run_1/clk_routes.png
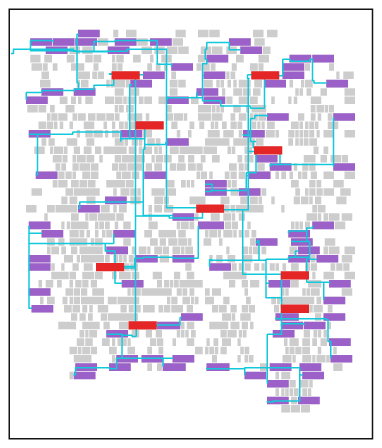
run_1/placement.png
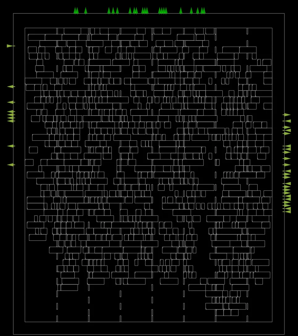
run_1/metal_density.png
The die is cut into 24 by 28 equal tiles; black is low, pale yellow is high, scaled to the fullest tile. Values are wire area over tile area, all layers added.
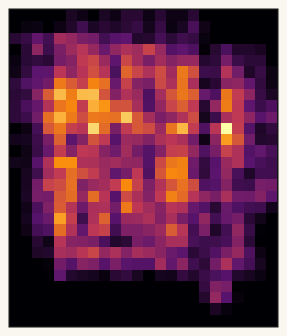
run_1/detail.png
The bar under the picture is 10 um long. Region (47, 29) to (72, 54) um. Cells in grey, sequential cells in the stronger grey; small squares are vias.
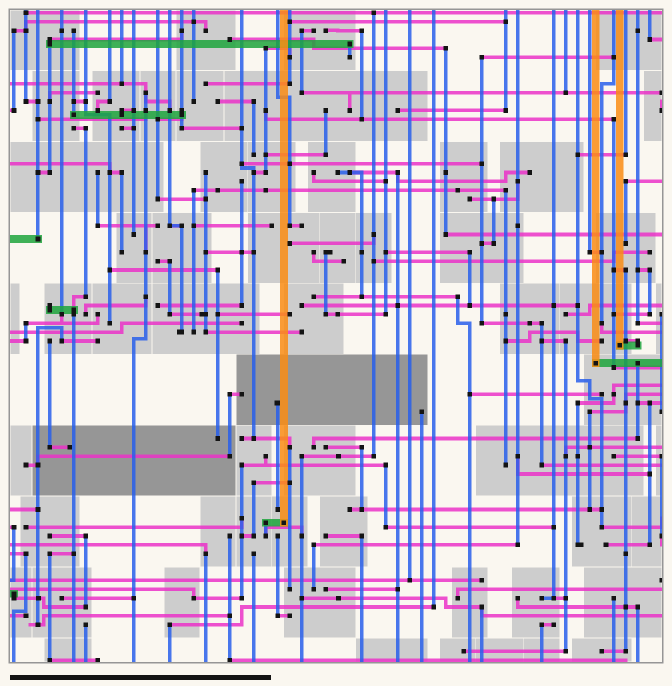
`config.mk`:
```
export PLATFORM = sky130hd
export DESIGN_NAME = hept_stage_sequencer
export DESIGN_NICKNAME = d
export VERILOG_FILES = /design/src/rtl/hept_ctrl_pkg.sv /design/src/rtl/hept_stage_starter.sv /design/src/rtl/hept_stage_sequencer.sv
export SDC_FILE = /design/constraint.sdc
export NUM_CORES = 1
export LEC_CHECK = 0
export ABC_CLOCK_PERIOD_IN_PS = 3800
export CORE_ASPECT_RATIO = 1.2
export CORE_MARGIN = 5
export CORE_UTILIZATION = 40
export DETAILED_ROUTE_END_ITERATION = 10
export GPL_TIMING_DRIVEN = 0
export RECOVER_POWER = 25
export SYNTH_ARGS = -nofsm -noshare
export SYNTH_HDL_FRONTEND = slang
export SYNTH_SLANG_ARGS = --single-unit
```
`constraint.sdc`:
```
create_clock -name ap_clk -period 3.8 [get_ports ap_clk]
set_input_delay 1.14 -clock ap_clk [delete_from_list [all_inputs] [get_ports ap_clk]]
set_output_delay 1.14 -clock ap_clk [all_outputs]
set_load 0.1 [all_outputs]
```
`src/rtl/hept_ctrl_pkg.sv`:
```
// Shared types and constants for the hept stage sequencer.
package hept_ctrl_pkg;

   localparam int unsigned TIMEOUT_CYCLES_DEFAULT = 4096;
   localparam int unsigned LAT_W_DEFAULT          = 32;
   localparam int unsigned STG_W                  = 2;

   // Stage indices reported on err_stage
   localparam logic [STG_W-1:0] STG_T = 2'd0;
   localparam logic [STG_W-1:0] STG_D = 2'd1;
   localparam logic [STG_W-1:0] STG_M = 2'd2;

   typedef enum logic [2:0] {
      IDLE  = 3'd0,
      RUN_T = 3'd1,
      RUN_D = 3'd2,
      RUN_M = 3'd3,
      DONE  = 3'd4,
      ERR   = 3'd5
   } state_t;

endpackage

```
`src/rtl/hept_stage_starter.sv`:
```
// Per-unit start handshake: raise start on stage entry, hold until ready is
// seen, and remember a done pulse for the rest of the stage.
module hept_stage_starter (
   input  logic clk_i,
   input  logic rst_i,
   input  logic arm_i,       // stage is entered on the next edge
   input  logic hold_i,      // stage is still current after the next edge
   input  logic active_i,    // stage is current this cycle
   input  logic ready_i,
   input  logic done_i,
   output logic start_o,
   output logic done_seen_o
);

   logic start_q, start_d;
   logic seen_q, seen_d;

   // Next-state for the start request and the sticky done flag
   always_comb begin
      start_d = start_q;
      seen_d  = seen_q;
      if (arm_i) begin
         start_d = 1'b1;
         seen_d  = 1'b0;
      end else begin
         if (!hold_i) begin
            start_d = 1'b0;
         end else if (start_q && ready_i) begin
            start_d = 1'b0;
         end
         if (active_i && done_i) begin
            seen_d = 1'b1;
         end
      end
   end

   // State registers
   always_ff @(posedge clk_i) begin
      if (rst_i) begin
         start_q <= 1'b0;
         seen_q  <= 1'b0;
      end else begin
         start_q <= start_d;
         seen_q  <= seen_d;
      end
   end

   assign start_o     = start_q;
   assign done_seen_o = seen_q;

endmodule

```
`src/rtl/hept_stage_sequencer.sv`:
```
// Sequences transpose (x2) -> distance -> mask stages behind an ap_ctrl_hs
// handshake, with a per-stage watchdog and a run-latency counter.
module hept_stage_sequencer
   import hept_ctrl_pkg::*;
#(
   parameter int unsigned TIMEOUT_CYCLES = TIMEOUT_CYCLES_DEFAULT,
   parameter int unsigned LAT_W          = LAT_W_DEFAULT
) (
   input  logic             ap_clk,
   input  logic             ap_rst,
   input  logic             ap_start,
   output logic             ap_ready,
   output logic             ap_done,
   output logic             ap_idle,
   output logic             t0_start,
   input  logic             t0_ready,
   input  logic             t0_done,
   output logic             t1_start,
   input  logic             t1_ready,
   input  logic             t1_done,
   output logic             d_start,
   input  logic             d_ready,
   input  logic             d_done,
   output logic             m_start,
   input  logic             m_ready,
   input  logic             m_done,
   output logic             err,
   output logic [1:0]       err_stage,
   output logic [LAT_W-1:0] last_latency
);

   localparam int unsigned WD_W = $clog2(TIMEOUT_CYCLES + 1);

   state_t             state_q, state_d;
   logic [WD_W-1:0]    wd_q, wd_d;
   logic [LAT_W-1:0]   lat_q, lat_d, lat_p1, lat_p2;
   logic [LAT_W-1:0]   last_lat_q, last_lat_d;
   logic               err_q, err_d;
   logic [STG_W-1:0]   err_stage_q, err_stage_d;
   logic               ap_idle_q, ap_done_q;

   logic in_t_c, in_d_c, in_m_c;
   logic nx_t_c, nx_d_c, nx_m_c;
   logic t0_seen, t1_seen, d_seen, m_seen;
   logic t_exit_c, d_exit_c, m_exit_c, wd_expired_c;

   assign in_t_c = (state_q == RUN_T);
   assign in_d_c = (state_q == RUN_D);
   assign in_m_c = (state_q == RUN_M);
   assign nx_t_c = (state_d == RUN_T);
   assign nx_d_c = (state_d == RUN_D);
   assign nx_m_c = (state_d == RUN_M);

   hept_stage_starter u_t0 (
      .clk_i(ap_clk), .rst_i(ap_rst), .arm_i(nx_t_c && !in_t_c), .hold_i(nx_t_c),
      .active_i(in_t_c), .ready_i(t0_ready), .done_i(t0_done),
      .start_o(t0_start), .done_seen_o(t0_seen)
   );

   hept_stage_starter u_t1 (
      .clk_i(ap_clk), .rst_i(ap_rst), .arm_i(nx_t_c && !in_t_c), .hold_i(nx_t_c),
      .active_i(in_t_c), .ready_i(t1_ready), .done_i(t1_done),
      .start_o(t1_start), .done_seen_o(t1_seen)
   );

   hept_stage_starter u_d (
      .clk_i(ap_clk), .rst_i(ap_rst), .arm_i(nx_d_c && !in_d_c), .hold_i(nx_d_c),
      .active_i(in_d_c), .ready_i(d_ready), .done_i(d_done),
      .start_o(d_start), .done_seen_o(d_seen)
   );

   hept_stage_starter u_m (
      .clk_i(ap_clk), .rst_i(ap_rst), .arm_i(nx_m_c && !in_m_c), .hold_i(nx_m_c),
      .active_i(in_m_c), .ready_i(m_ready), .done_i(m_done),
      .start_o(m_start), .done_seen_o(m_seen)
   );

   // Stage exits combine the sticky flag with this cycle's done input
   assign t_exit_c     = (t0_seen || t0_done) && (t1_seen || t1_done);
   assign d_exit_c     = d_seen || d_done;
   assign m_exit_c     = m_seen || m_done;
   assign wd_expired_c = (wd_q == WD_W'(TIMEOUT_CYCLES - 1));

   // Next-state and error capture; a stage exit beats a same-cycle timeout
   always_comb begin
      state_d     = state_q;
      err_d       = err_q;
      err_stage_d = err_stage_q;
      case (state_q)
         IDLE: begin
            if (ap_start) state_d = RUN_T;
         end
         RUN_T: begin
            if (t_exit_c) begin
               state_d = RUN_D;
            end else if (wd_expired_c) begin
               state_d     = ERR;
               err_stage_d = STG_T;
            end
         end
         RUN_D: begin
            if (d_exit_c) begin
               state_d = RUN_M;
            end else if (wd_expired_c) begin
               state_d     = ERR;
               err_stage_d = STG_D;
            end
         end
         RUN_M: begin
            if (m_exit_c) begin
               state_d = DONE;
            end else if (wd_expired_c) begin
               state_d     = ERR;
               err_stage_d = STG_M;
            end
         end
         DONE:    state_d = IDLE;
         ERR:     state_d = ERR;
         default: state_d = IDLE;
      endcase
      if (state_d == ERR) err_d = 1'b1;
   end

   // Watchdog and latency counters
   always_comb begin
      wd_d       = wd_q;
      lat_d      = lat_q;
      last_lat_d = last_lat_q;
      lat_p1     = (&lat_q)  ? lat_q  : lat_q  + LAT_W'(1);
      lat_p2     = (&lat_p1) ? lat_p1 : lat_p1 + LAT_W'(1);

      if (state_d != state_q) begin
         wd_d = '0;
      end else if (in_t_c || in_d_c || in_m_c) begin
         wd_d = wd_q + WD_W'(1);
      end

      if (state_q == IDLE) begin
         if (state_d == RUN_T) lat_d = '0;
      end else begin
         lat_d = lat_p1;
      end

      // Published during DONE: counts the current cycle and the DONE cycle
      if ((state_d == DONE) && (state_q != DONE)) begin
         last_lat_d = lat_p2;
      end
   end

   // State and output registers
   always_ff @(posedge ap_clk) begin
      if (ap_rst) begin
         state_q     <= IDLE;
         wd_q        <= '0;
         lat_q       <= '0;
         last_lat_q  <= '0;
         err_q       <= 1'b0;
         err_stage_q <= STG_T;
         ap_idle_q   <= 1'b1;
         ap_done_q   <= 1'b0;
      end else begin
         state_q     <= state_d;
         wd_q        <= wd_d;
         lat_q       <= lat_d;
         last_lat_q  <= last_lat_d;
         err_q       <= err_d;
         err_stage_q <= err_stage_d;
         ap_idle_q   <= (state_d == IDLE);
         ap_done_q   <= (state_d == DONE);
      end
   end

   assign ap_idle      = ap_idle_q;
   assign ap_done      = ap_done_q;
   assign ap_ready     = ap_done_q;
   assign err          = err_q;
   assign err_stage    = err_stage_q;
   assign last_latency = last_lat_q;

endmodule

```
==> flow_summary.json, run 1 <==
{
  "netlist_top_cells_count": "nor2_1 (95), dfxtp_1 (93), nand2_1 (61), nand3_1 (37), clkbuf_1 (33)",
  "r2r_cells": 16,
  "hold_class": "reg -> reg",
  "powerSeq_mw": 0.993,
  "cts_tree": "yes",
  "synth-seq-cells": 93,
  "cp.depth": 16,
  "final-seq-area_um2": 1870,
  "clockRootBuffer": "clkbuf_16",
  "fin_ws_ps": 151,
  "p_leak_nw": 2.55,
  "fa_ha_area_frac": 0.00670,
  "largest_class": "multi-input combinational cells",
  "netlist_logic_family_top": "simple AND/OR/NAND/NOR gates",
  "fin_area_um2": 7150,
  "io_pins": 53,
  "use_met1": 0.261,
  "grt_setup_unrepaired": "false",
  "xor_area_frac": 0.0748,
  "drv_slew": 0,
  "fmax_mhz": 274,
  "htree_levels": 3,
  "area_growth_pct": 27.7,
  "clk_pin_slew_ps": 70,
  "status": "completed",
  "fp.dieW_um": 118,
  "first_global_vias": 5570,
  "cp-end-kind": "flop",
  "top_layer": "met4",
  "p_total_mw": 2.19,
  "grt.met2_usage": 0.399,
  "critical_path_peak_fanout": 10,
  "layout.comb_gates.multi_input": 559,
  "start_kind": "flop",
  "yosysMostFrequentCell": "nor2_1",
  "rrSetupSlack_ps": 150,
  "seqPwrFrac": 0.454,
  "worst-endpoint-arrival_ps": 3880,
  "drive_gt1_frac": 0.145,
  "synthArstFlopShare": 0,
  "cts_sinks": 93,
  "maxCapViolCount": 0,
  "layout.nets": 822
}
Notes on clk_routes.png above:
[clock wires] cyan | length: 1330 um
[flip-flops] purple | count: 93
[clock drivers] red | count: 9
routed clock nets: 10

Notes on placement.png above:
Non-Filler Instances: 984
Taps Inserted: 171
FF+latch count: 93
Seq area share: 0.262
fill count: 1344

Notes on metal_density.png above:
mean over tiles: 0.19
densest ninth of the die: middle
nearly empty tiles: 22%
fullest tile: 0.72

Notes on detail.png above:
[metal 3] green
[metal 1] magenta
[metal 4] orange
[metal 2] blue
cells with their middle in the window: 45
most frequent: nor3_1 (3), clkbuf_1 (3), nand2_1 (3)
netlist names of flops here include: lat_q (2)
sequential cells in the window: 2

--- run 2 (diff from run 1) ---
--- a/config.mk
+++ b/config.mk
@@ -11,7 +11,7 @@
 export CORE_UTILIZATION = 40
 export DETAILED_ROUTE_END_ITERATION = 10
 export GPL_TIMING_DRIVEN = 0
-export RECOVER_POWER = 25
+export RECOVER_POWER = 100
 export SYNTH_ARGS = -nofsm -noshare
 export SYNTH_HDL_FRONTEND = slang
 export SYNTH_SLANG_ARGS = --single-unit
run_2/logic_types.png
The bar under the picture is 20 um long.
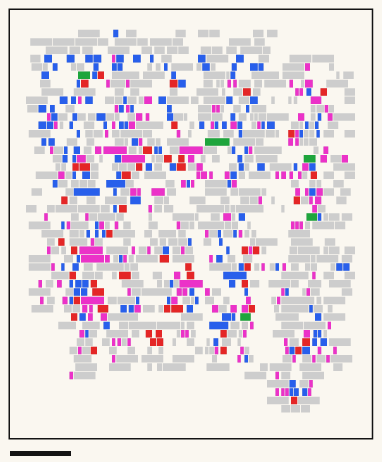
[nor cells] magenta | cells: 151
[mux cells] green | cells: 5
[nand cells] blue | cells: 155
[and/or cells] red | cells: 49

==> flow_summary.json, run 2 <==
{
  "status": "completed",
  "worst-endpoint-arrival_ps": 3890,
  "drive_gt1_frac": 0.145,
  "io_pins": 53,
  "ff_count": 93,
  "seqPwrFrac": 0.454,
  "final-seq-area_um2": 1870,
  "p_total_mw": 2.18,
  "fillers": 1344,
  "crit_path_cell_trace": "ha_4 > nand4_4 > or4_4 > buf_6 > o211ai_1 > buf_4 > buf_4 > o21ai_1 > a211oi_4 > buf_4 > nand4b_4 > nor4_4 > buf_4 > buf_6 > mux2i_4 > o21ai_1",
  "p_leak_nw": 2.63,
  "finalNonFillerCells": 984,
  "largest_class": "multi-input combinational cells",
  "yosysMostFrequentCell": "nor2_1",
  "netlist_logic_family_top": "simple AND/OR/NAND/NOR gates",
  "hold_class": "reg -> reg",
  "fa_ha_area_frac": 0.00670,
  "maxCapViolCount": 0,
  "grt.met2_usage": 0.399,
  "cp-end-kind": "flop",
  "layout.comb_gates.multi_input": 559,
  "fmax_mhz": 273,
  "first_global_vias": 5570,
  "drv_slew": 0,
  "cts_sinks": 93,
  "seqAreaFraction": 0.262,
  "htree_levels": 3,
  "use_met1": 0.261,
  "fin_ws_ps": 141,
  "netlist_top_cells_count": "nor2_1 (95), dfxtp_1 (93), nand2_1 (61), nand3_1 (37), clkbuf_1 (33)",
  "fp.dieW_um": 118,
  "layout.nets": 822,
  "rrSetupSlack_ps": 140,
  "top_layer": "met4",
  "clockRootBuffer": "clkbuf_16",
  "holdPathStages": 2,
  "synthArstFlopShare": 0,
  "start_kind": "flop",
  "xor_area_frac": 0.0748,
  "cts_tree": "yes",
  "synth-seq-cells": 93,
  "r2r_cells": 16,
  "critical_path_peak_fanout": 10,
  "fin_area_um2": 7150,
  "clk_pin_slew_ps": 70,
  "grt_setup_unrepaired": "false",
  "tap_cells": 171
}
run_2/clk_routes.png
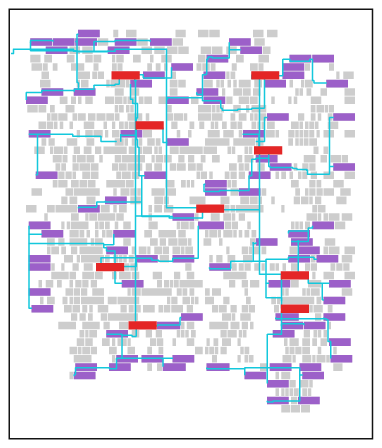
[flip-flops] purple | count: 93
[clock drivers] red | count: 9
[clock wires] cyan | length: 1320 um
routed clock nets: 10

